<file path="src/rtl/lsu_pkg.sv">
// Shared state encoding, funct3 codes and store lane helpers for the MEM-stage LSU.
package lsu_pkg;

    typedef enum logic [1:0] {
        IDLE = 2'd0,
        WAIT = 2'd1,
        DONE = 2'd2
    } lsu_state_e;

    localparam logic [2:0] F3_LB  = 3'b000;
    localparam logic [2:0] F3_LH  = 3'b001;
    localparam logic [2:0] F3_LW  = 3'b010;
    localparam logic [2:0] F3_LBU = 3'b100;
    localparam logic [2:0] F3_LHU = 3'b101;
    localparam logic [2:0] F3_SB  = 3'b000;
    localparam logic [2:0] F3_SH  = 3'b001;
    localparam logic [2:0] F3_SW  = 3'b010;

    localparam logic [1:0] SZ_BYTE = 2'd0;
    localparam logic [1:0] SZ_HALF = 2'd1;
    localparam logic [1:0] SZ_WORD = 2'd2;

    function automatic logic [3:0] store_be(input logic [2:0] funct3, input logic [1:0] off);
        logic [3:0] be;
        case (funct3)
            F3_SB:   be = 4'b0001 << off;
            F3_SH:   be = off[1] ? 4'b1100 : 4'b0011;
            default: be = 4'b1111;
        endcase
        return be;
    endfunction

    // Loads decode size from funct3[1:0] (bit 2 is signedness); stores only know SB/SH.
    function automatic logic [1:0] op_size(input logic [2:0] funct3, input logic store);
        logic [1:0] sz;
        if (store) begin
            case (funct3)
                F3_SB:   sz = SZ_BYTE;
                F3_SH:   sz = SZ_HALF;
                default: sz = SZ_WORD;
            endcase
        end else begin
            case (funct3[1:0])
                2'b00:   sz = SZ_BYTE;
                2'b01:   sz = SZ_HALF;
                default: sz = SZ_WORD;
            endcase
        end
        return sz;
    endfunction

endpackage

</file>
<file path="src/rtl/lsu_load_align.sv">
// Selects the addressed byte/halfword of a bus read word and sign/zero-extends it.
module lsu_load_align
    import lsu_pkg::*;
(
    input  logic [31:0] rdata,
    input  logic [2:0]  funct3,
    input  logic [1:0]  off,
    output logic [31:0] data
);

    logic [7:0]  byte_lane [4];
    logic [7:0]  sel_byte;
    logic [15:0] sel_half;

    genvar gi;
    generate
        for (gi = 0; gi < 4; gi++) begin : g_lane
            assign byte_lane[gi] = rdata[8*gi +: 8];
        end
    endgenerate

    always_comb begin
        sel_byte = byte_lane[off];
        sel_half = off[1] ? rdata[31:16] : rdata[15:0];
        case (op_size(funct3, 1'b0))
            SZ_BYTE: data = {{24{sel_byte[7] & ~funct3[2]}}, sel_byte};
            SZ_HALF: data = {{16{sel_half[15] & ~funct3[2]}}, sel_half};
            default: data = rdata;
        endcase
    end

endmodule

</file>
<file path="src/rtl/mem_stage_lsu.sv">
// MEM-stage load/store unit: req/gnt/rvalid bus master that stalls the pipe until completion.
// Optional LSU_MISALIGN_TRAP_EN suppresses misaligned accesses and exposes misaligned_o.
module mem_stage_lsu
    import lsu_pkg::*;
#(
    parameter int MAX_WAIT = 15
) (
    input  logic        clk,
    input  logic        rst,
    input  logic        valid_i,
    input  logic        mem_read_i,
    input  logic        mem_write_i,
    input  logic [2:0]  funct3_i,
    input  logic [31:0] addr_i,
    input  logic [31:0] wdata_i,
    output logic        stall_o,
    output logic [31:0] dataR_o,
    output logic        bus_err_o,
    output logic        bus_req_o,
    output logic        bus_we_o,
    output logic [31:0] bus_addr_o,
    output logic [3:0]  bus_be_o,
    output logic [31:0] bus_wdata_o,
    input  logic        bus_gnt_i,
    input  logic        bus_rvalid_i,
    input  logic [31:0] bus_rdata_i
`ifdef LSU_MISALIGN_TRAP_EN
    ,
    output logic        misaligned_o
`endif
);

    localparam logic [8:0] MAX_WAIT_W = 9'(MAX_WAIT);

    lsu_state_e  state_reg, state_next;
    logic [7:0]  cnt_reg, cnt_next;
    logic [31:0] rdata_reg, rdata_next;
    logic        err_reg, err_next;

    logic        access;
    logic        access_go;
    logic        is_store;
    logic        is_load;
    logic        timeout;
    logic [31:0] load_data;

    assign access   = valid_i & (mem_read_i | mem_write_i);
    assign is_store = mem_write_i;
    assign is_load  = valid_i & mem_read_i & ~mem_write_i;

`ifdef LSU_MISALIGN_TRAP_EN
    logic misaligned;

    always_comb begin
        case (op_size(funct3_i, is_store))
            SZ_BYTE: misaligned = 1'b0;
            SZ_HALF: misaligned = addr_i[0];
            default: misaligned = |addr_i[1:0];
        endcase
    end

    assign misaligned_o = access & misaligned;
    assign access_go    = access & ~misaligned;
`else
    assign access_go    = access;
`endif

    // Fires on the last permitted pending cycle so DONE lands exactly MAX_WAIT cycles in.
    assign timeout = ({1'b0, cnt_reg} + 9'd1) == MAX_WAIT_W;

    assign bus_addr_o = {addr_i[31:2], 2'b00};
    assign bus_be_o   = is_store ? store_be(funct3_i, addr_i[1:0]) : 4'b1111;

    genvar gi;
    generate
        for (gi = 0; gi < 4; gi++) begin : g_wlane
            assign bus_wdata_o[8*gi +: 8] = (funct3_i == F3_SB) ? wdata_i[7:0] :
                                            (funct3_i == F3_SH) ? wdata_i[8*(gi%2) +: 8] :
                                                                  wdata_i[8*gi +: 8];
        end
    endgenerate

    lsu_load_align u_align (
        .rdata  (rdata_reg),
        .funct3 (funct3_i),
        .off    (addr_i[1:0]),
        .data   (load_data)
    );

    always_ff @(posedge clk or posedge rst) begin
        if (rst) begin
            state_reg <= IDLE;
        end else begin
            state_reg <= state_next;
        end
    end

    always_ff @(posedge clk or posedge rst) begin
        if (rst) begin
            cnt_reg   <= '0;
            rdata_reg <= '0;
            err_reg   <= 1'b0;
        end else begin
            cnt_reg   <= cnt_next;
            rdata_reg <= rdata_next;
            err_reg   <= err_next;
        end
    end

    always_comb begin
        state_next = state_reg;
        cnt_next   = cnt_reg;
        rdata_next = rdata_reg;
        err_next   = 1'b0;
        case (state_reg)
            IDLE: begin
                if (access_go) begin
                    cnt_next = cnt_reg + 8'd1;
                    if (is_load && bus_rvalid_i) begin
                        rdata_next = bus_rdata_i;
                    end
                    if (bus_gnt_i && (is_store || bus_rvalid_i)) begin
                        state_next = DONE;
                    end else if (timeout) begin
                        state_next = DONE;
                        err_next   = 1'b1;
                        rdata_next = '0;
                    end else if (bus_gnt_i) begin
                        state_next = WAIT;
                    end
                end
            end
            WAIT: begin
                cnt_next = cnt_reg + 8'd1;
                if (bus_rvalid_i) begin
                    rdata_next = bus_rdata_i;
                    state_next = DONE;
                end else if (timeout) begin
                    state_next = DONE;
                    err_next   = 1'b1;
                    rdata_next = '0;
                end
            end
            DONE: begin
                cnt_next   = '0;
                state_next = IDLE;
            end
            default: begin
                state_next = IDLE;
            end
        endcase
    end

    // Gating on rst drops the request the moment reset rises, even with inputs still held.
    always_comb begin
        bus_req_o = 1'b0;
        bus_we_o  = 1'b0;
        stall_o   = 1'b0;
        bus_err_o = 1'b0;
        dataR_o   = '0;
        if (!rst) begin
            case (state_reg)
                IDLE: begin
                    bus_req_o = access_go;
                    bus_we_o  = access_go & is_store;
                    stall_o   = access_go;
                end
                WAIT: begin
                    stall_o = 1'b1;
                end
                DONE: begin
                    bus_err_o = err_reg;
                    dataR_o   = is_load ? load_data : 32'd0;
                end
                default: begin
                end
            endcase
        end
    end

endmodule

</file>
<file path="config.mk">
export PLATFORM = sky130hd
export DESIGN_NAME = mem_stage_lsu
export DESIGN_NICKNAME = d
export VERILOG_FILES = /design/src/rtl/lsu_pkg.sv /design/src/rtl/lsu_load_align.sv /design/src/rtl/mem_stage_lsu.sv
export SDC_FILE = /design/constraint.sdc
export NUM_CORES = 1
export LEC_CHECK = 0
export CAP_MARGIN = 20
export CORE_MARGIN = 10
export CORE_UTILIZATION = 38
export CTS_CLUSTER_DIAMETER = 60
export DETAILED_ROUTE_END_ITERATION = 7
export PLACE_DENSITY = 0.82
export SYNTH_ARGS = -nofsm -noshare
export SYNTH_HDL_FRONTEND = slang
export SYNTH_SLANG_ARGS = --single-unit
</file>
<file path="constraint.sdc">
create_clock -name clk -period 2.3 [get_ports clk]
set_input_delay 0.23 -clock clk [delete_from_list [all_inputs] [get_ports clk]]
set_output_delay 0.23 -clock clk [all_outputs]
set_load 0.1 [all_outputs]
</file>
**Run 1: clock network drawn from the DEF**

Bar = 20 um.
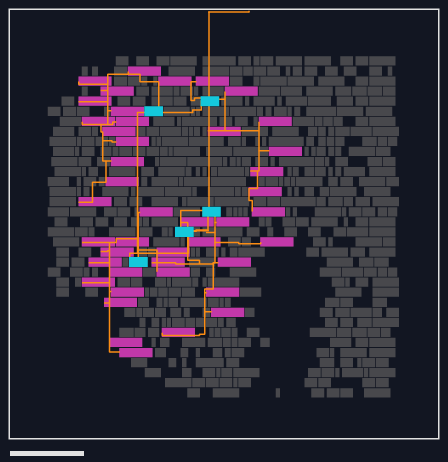
Key: cells driving clock nets = cyan [count 5]; flip-flops = magenta [count 43]; clock wires = orange [length 548 um]
There are 6 routed clock nets.

**Run 1: clock nets**

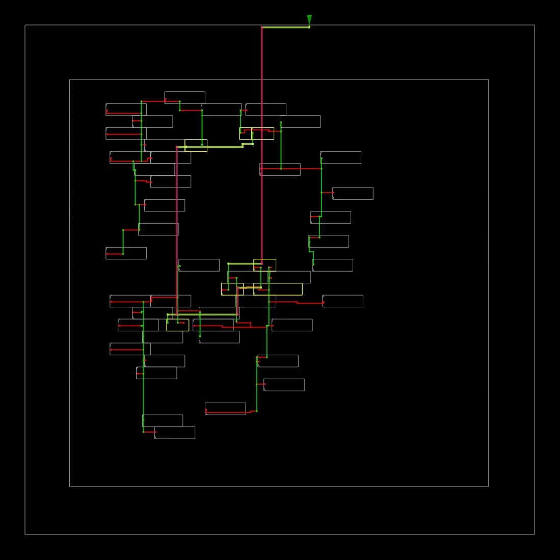
clock-net power: 0.000583 W
Clk Latency, worst-skew pair: 0.30 ns
Num CTS Buffers: 5
clk sinks: 43

==> flow_summary_export.csv, run 1 <==
group,metric,value,unit
run_status,status,"finished, final reports clean",
floorplan,die_area,0.0134,mm^2
power,powerSeq,0.00117,W
route,wl_met2,7.52,mm
logic_synthesis,top_cell,"mux2i_1",
power,switching_share,43.7,%
global_routing,grt_pass1_vias,3800,
logic_synthesis,synthTopLogicFamily,"multiplexers",
global_routing,grt_overflow_total,0,
cells_and_area,lay_top_cells,"buf_12 (74), clkdlybuf4s50_1 (73), mux2i_1 (48), dfrtp_1 (43), nor2_1 (38)",
cells_and_area,seqCellArea,0.00108,mm^2
critical_path,critPathRequiredTime,2.07,ns
power,finalPower,0.00342,W
cells_and_area,drive_gt1_share,35.6,%
logic_synthesis,xor_share,1.00,%
sta,period_used_share,96.8,%
place,dp_hpwl,11.2,mm
logic_synthesis,ys_warn_count,0,
critical_path,startpoint_type,"primary input",
logic_synthesis,synth_area_leader_cell,"dfrtp_1",
sta,max_freq,449,MHz
cells_and_area,comb_share,39.3,%
cells_and_area,largest_register_ffs,32,
route,wl_per_cell,21.9,um
sta,worstMarginPinSlew,0.564,ns
global_routing,use_met2,37.8,%
critical_path,timing.rr.start,"cnt_reg[0]$_DFFE_PP0P_",
sta,drv_slew,0,
global_routing,use_met1,21.4,%
logic_synthesis,syn_avg_cell_area,8.61,um^2
cells_and_area,final_common_cell,"buf_12",
route,vias_per_cell,5.71,
power,top_power_group,"combinational logic",
power,intPower,0.00193,W
sta,finalSetupViolations,0,
place,io_buffer_count,147,
route,drt-met1-wl,4.75,mm
critical_path,cp_top_family,"buffers and inverters",
sta,relSlewSlack,62.4,%
power,p_sw,0.00149,W
power,ir_drop,0.337,mV
cells_and_area,antennaDiodeCount,0,
route,ant_nets,0,
cells_and_area,clock_buffers,5,
worst_hold_path,min-delay-path-class,"primary input to output port",
critical_path,cp_slowest_cell,"clkdlybuf4s50_1",
cells_and_area,logic_area,0.00249,mm^2
logic_synthesis,mux_share,19.9,%
cells_and_area,nNonClkBuffers,179,
sta,finalWorstSetupSlack,0.0730,ns
route,firstDrtPassIters,5,
place,dp.cells,624,
power,p_per_area,541,mW/mm^2
logic_synthesis,simple_gate_share,15.1,%
global_routing,grt_max_degree,44,
critical_path,crit_top_cell,"buf_12",
cts,cts_hold_buf,0,
logic_synthesis,syn_area,0.00349,mm^2
sta,fin_hold_ws,0.460,ns
logic_synthesis,ys_ff,43,
cells_and_area,top_area_cell_class,"logic gates",
critical_path,cp-end-kind,"output port",
cts,cts_setup_buffers,0,
logic_synthesis,synthTopCellsByCount,"mux2i_1 (48), a21oi_1 (44), dfrtp_1 (43)",
cells_and_area,fin_area,0.00633,mm^2
logic_synthesis,fa_ha_area_share,0.718,%
job,warning_count,28,
critical_path,worstPathCellList,"clkdlybuf4s50_1 > mux4_2 > a21oi_2 > buf_12 > a221oi_4 > buf_12",
logic_synthesis,yosys.stat.seqShare,30.9,%
logic_synthesis,synthAoiAreaFrac,17.6,%
worst_hold_path,hold_start,"addr_i[16]",
critical_path,critical_path_class,"primary input to output port",
critical_path,worstSetupEndpoint,"dataR_o[9]",
critical_path,max_stage_delay,0.57,ns
logic_synthesis,synth_top_area_share,30.9,%
sta,rsz0062_at_grt,"false",
cells_and_area,nFillCells,589,
sta,period_minus_slack,2.23,ns
cells_and_area,seq_cells,43,
critical_path,critPathBufInv,3,
power,seqPwrFrac,34.1,%
job,drv_cap,0,
cells_and_area,inverters,15,
critical_path,rrSetupSlack,0.17,ns
power,power_leakage,2.77,nW
cells_and_area,sh_seq_area,17.0,%
critical_path,r2r_cells,6,
worst_hold_path,holdPathStages,0,
place,postPlaceCellArea,0.00621,mm^2
logic_synthesis,syn_inst,405,
critical_path,critPathMaxFanout,8,
cts,post_cts_resized,0,
critical_path,arrival,2.00,ns
cts,cts_tree,"yes",
route,vias,3606,
place,gp_congestion,0.847,
floorplan,fp_util,39.6,%
logic_synthesis,synthArstFlopShare,100,%
cells_and_area,num-multi-input-gates,279,
global_routing,grt_usage,20.3,%
floorplan,die_width,116,um
route,highest_layer,"met5",
floorplan,ios,210,
power,pwr-share-clk,17.0,%
cells_and_area,fin_cells,631,
global_routing,gr-usage-met3,6.15,%
global_routing,grt_pass1_wl,21.5,mm
logic_synthesis,yosys_area,0.00349,mm^2
floorplan,core,0.00881,mm^2
floorplan,fp-row-count,34,
worst_hold_path,holdPathEnd,"bus_addr_o[16]",
route,wl_met3,1.27,mm
route,routed_wl,13.8,mm
global_routing,grt-busiest-layer,"met2",
logic_synthesis,synth_cell_types,53,
cts,htree_levels,2,
power,p_comb,0.00167,W
logic_synthesis,ff_type,"dfrtp_1",
cells_and_area,syn_to_final_growth,81.5,%
logic_synthesis,ys_top_cells_by_area,"dfrtp_1 (31%), mux2i_1 (14%), buf_4 (9.0%)",
global_routing,antenna_found_initial,1,
power,power_frac_comb,48.8,%
floorplan,die_y,116,um
sta,finalHoldViolCount,0,
cells_and_area,layout.nets,631,
logic_synthesis,ys_cells,405,
cells_and_area,nonClkBufAreaFrac,39.0,%
cells_and_area,fin_util,71.9,%
critical_path,r2r_end,"rdata_reg[26]$_DFFE_PP0P_",
cells_and_area,clk_share,1.68,%
sta,fin_tns_setup,0,ns
route,drc,0,
**Run 1: routed metal per tile**

23 x 23 tiles, from dark blue (low) to red (high), scaled to the fullest tile. Values are wire area over tile area, all layers added.
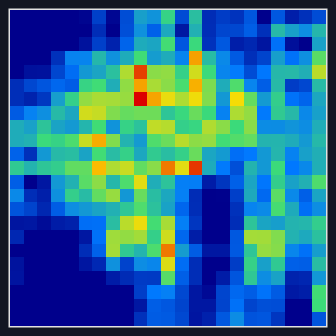
17% of the tiles are nearly empty. The emptiest ninth of the die: south-west. The mean over all tiles is 0.17. The fullest tile reaches 0.59.

**Run 1: placed cells, one colour a class**

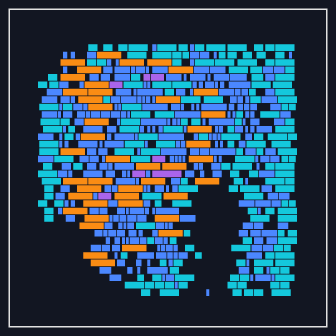
Key: all other logic = blue [cells 294, share of their area 41%]; flops = orange [cells 43, share of their area 17%]; clock drivers and dummy loads = purple [cells 7, share of their area 1.7%]; other buffers and delay cells = cyan [cells 179, share of their area 40%]

==> run 2, diff against run 1 <==
--- a/config.mk
+++ b/config.mk
@@ -5,12 +5,12 @@
 export SDC_FILE = /design/constraint.sdc
 export NUM_CORES = 1
 export LEC_CHECK = 0
-export CAP_MARGIN = 20
+export CORE_ASPECT_RATIO = 1.1
 export CORE_MARGIN = 10
-export CORE_UTILIZATION = 38
+export CORE_UTILIZATION = 41
 export CTS_CLUSTER_DIAMETER = 60
 export DETAILED_ROUTE_END_ITERATION = 7
-export PLACE_DENSITY = 0.82
+export PLACE_DENSITY = 0.87
 export SYNTH_ARGS = -nofsm -noshare
 export SYNTH_HDL_FRONTEND = slang
 export SYNTH_SLANG_ARGS = --single-unit
==> constraint.sdc (replaced) <==
create_clock -name clk -period 2.6 [get_ports clk]
set_input_delay 0.26 -clock clk [delete_from_list [all_inputs] [get_ports clk]]
set_output_delay 0.26 -clock clk [all_outputs]
set_load 0.1 [all_outputs]
==> run 2 against run 1 <==
Compared with the run above: die size shrank 6.0%; sequential power shrank about 10%; hold slack lost 0.073 ns; combinational power shrank 16%; highest routed layer is now met4; sequential share of layout area grew 1.0 points; critical path type unchanged; the flow now finishes with violations (setup timing); global-route usage grew 1.9 points; largest power group unchanged.
==> flow_summary_export.csv, run 2 <==
group,metric,value,unit
run_status,status,"complete, but fails checks",
run_status,violations,"setup timing",
critical_path,arrival,2.34,ns
sta,drv_slew,0,
cts,htree_levels,2,
global_routing,grt_pass1_vias,3866,
critical_path,worstSetupEndpoint,"dataR_o[12]",
cells_and_area,fin_area,0.00597,mm^2
cells_and_area,fin_cells,624,
sta,fin_hold_ws,0.387,ns
logic_synthesis,synth_area_leader_cell,"dfrtp_1",
place,postPlaceCellArea,0.00585,mm^2
floorplan,die_y,117,um
logic_synthesis,yosys.stat.seqShare,30.9,%
critical_path,cp_top_family,"AND-OR/OR-AND gates",
worst_hold_path,min-delay-path-class,"primary input to async pin",
logic_synthesis,yosys_area,0.00349,mm^2
power,seqPwrFrac,35.0,%
global_routing,use_met2,42.0,%
route,wl_met2,8.09,mm
logic_synthesis,ys_warn_count,0,
global_routing,use_met1,22.7,%
power,p_sw,0.00131,W
cells_and_area,comb_share,38.5,%
logic_synthesis,ff_type,"dfrtp_1",
critical_path,worstPathCellList,"clkdlybuf4s50_1 > mux4_2 > a21oi_2 > a221oi_2 > buf_12",
sta,finalSetupViolations,2,
cts,post_cts_resized,1,
logic_synthesis,syn_avg_cell_area,8.61,um^2
power,powerSeq,0.00104,W
cells_and_area,seqCellArea,0.00108,mm^2
cells_and_area,antennaDiodeCount,1,
power,switching_share,44.0,%
critical_path,max_stage_delay,0.60,ns
route,routed_wl,14.5,mm
cts,insertion_delay,0.30,ns
sta,period_minus_slack,2.60,ns
cells_and_area,top_area_cell_class,"logic gates",
sta,finalHoldViolCount,0,
critical_path,r2r_cells,6,
sta,finalWorstSetupSlack,-0.00477,ns
sta,worstMarginPinSlew,0.712,ns
floorplan,die_width,108,um
route,firstDrtPassIters,4,
logic_synthesis,syn_area,0.00349,mm^2
floorplan,fp-row-count,35,
power,power_leakage,2.64,nW
global_routing,antenna_found_initial,1,
cts,cts_hold_buf,0,
route,wl_met3,1.10,mm
global_routing,grt_usage,22.1,%
logic_synthesis,ys_cells,405,
cells_and_area,nNonClkBuffers,167,
critical_path,r2r_end,"rdata_reg[26]$_DFFE_PP0P_",
power,ir_drop,0.311,mV
power,intPower,0.00167,W
cts,cts_setup_buffers,0,
critical_path,cp_slowest_cell,"a21oi_2",
cells_and_area,nonClkBufAreaFrac,38.2,%
global_routing,grt_overflow_total,0,
logic_synthesis,synthArstFlopShare,100,%
logic_synthesis,mux_share,19.9,%
route,vias_per_cell,5.87,
place,io_buffer_count,147,
logic_synthesis,simple_gate_share,15.1,%
cells_and_area,syn_to_final_growth,71.2,%
cells_and_area,clk_share,1.89,%
logic_synthesis,synthTopCellsByCount,"mux2i_1 (48), a21oi_1 (44), dfrtp_1 (43)",
cells_and_area,num-multi-input-gates,279,
power,power_frac_comb,47.0,%
place,dp.cells,615,
cells_and_area,final_common_cell,"clkdlybuf4s50_1",
floorplan,fp_util,41.9,%
logic_synthesis,ys_ff,43,
logic_synthesis,top_cell,"mux2i_1",
**Run 2: placed cells, one colour a class**

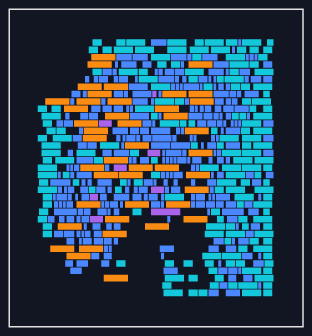
Key: clock drivers and dummy loads = purple [cells 8, share of their area 1.9%]; flops = orange [cells 43, share of their area 18%]; all other logic = blue [cells 294, share of their area 40%]; other buffers and delay cells = cyan [cells 167, share of their area 39%]
fraction of area in registers: 18.0%
final core occ: 71.7%
CORE AREA: 0.00832 mm^2

**Run 2: routed metal per tile**

22 x 23 tiles, from dark blue (low) to red (high), scaled to the fullest tile. Values are wire area over tile area, all layers added.
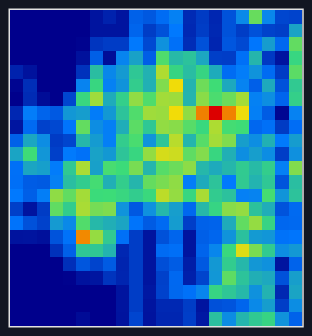
The mean over all tiles is 0.19. 13% of the tiles are nearly empty. The emptiest ninth of the die: north-west. 15% of the tiles are over half the peak.

Power and IR drop assume default switching activity.
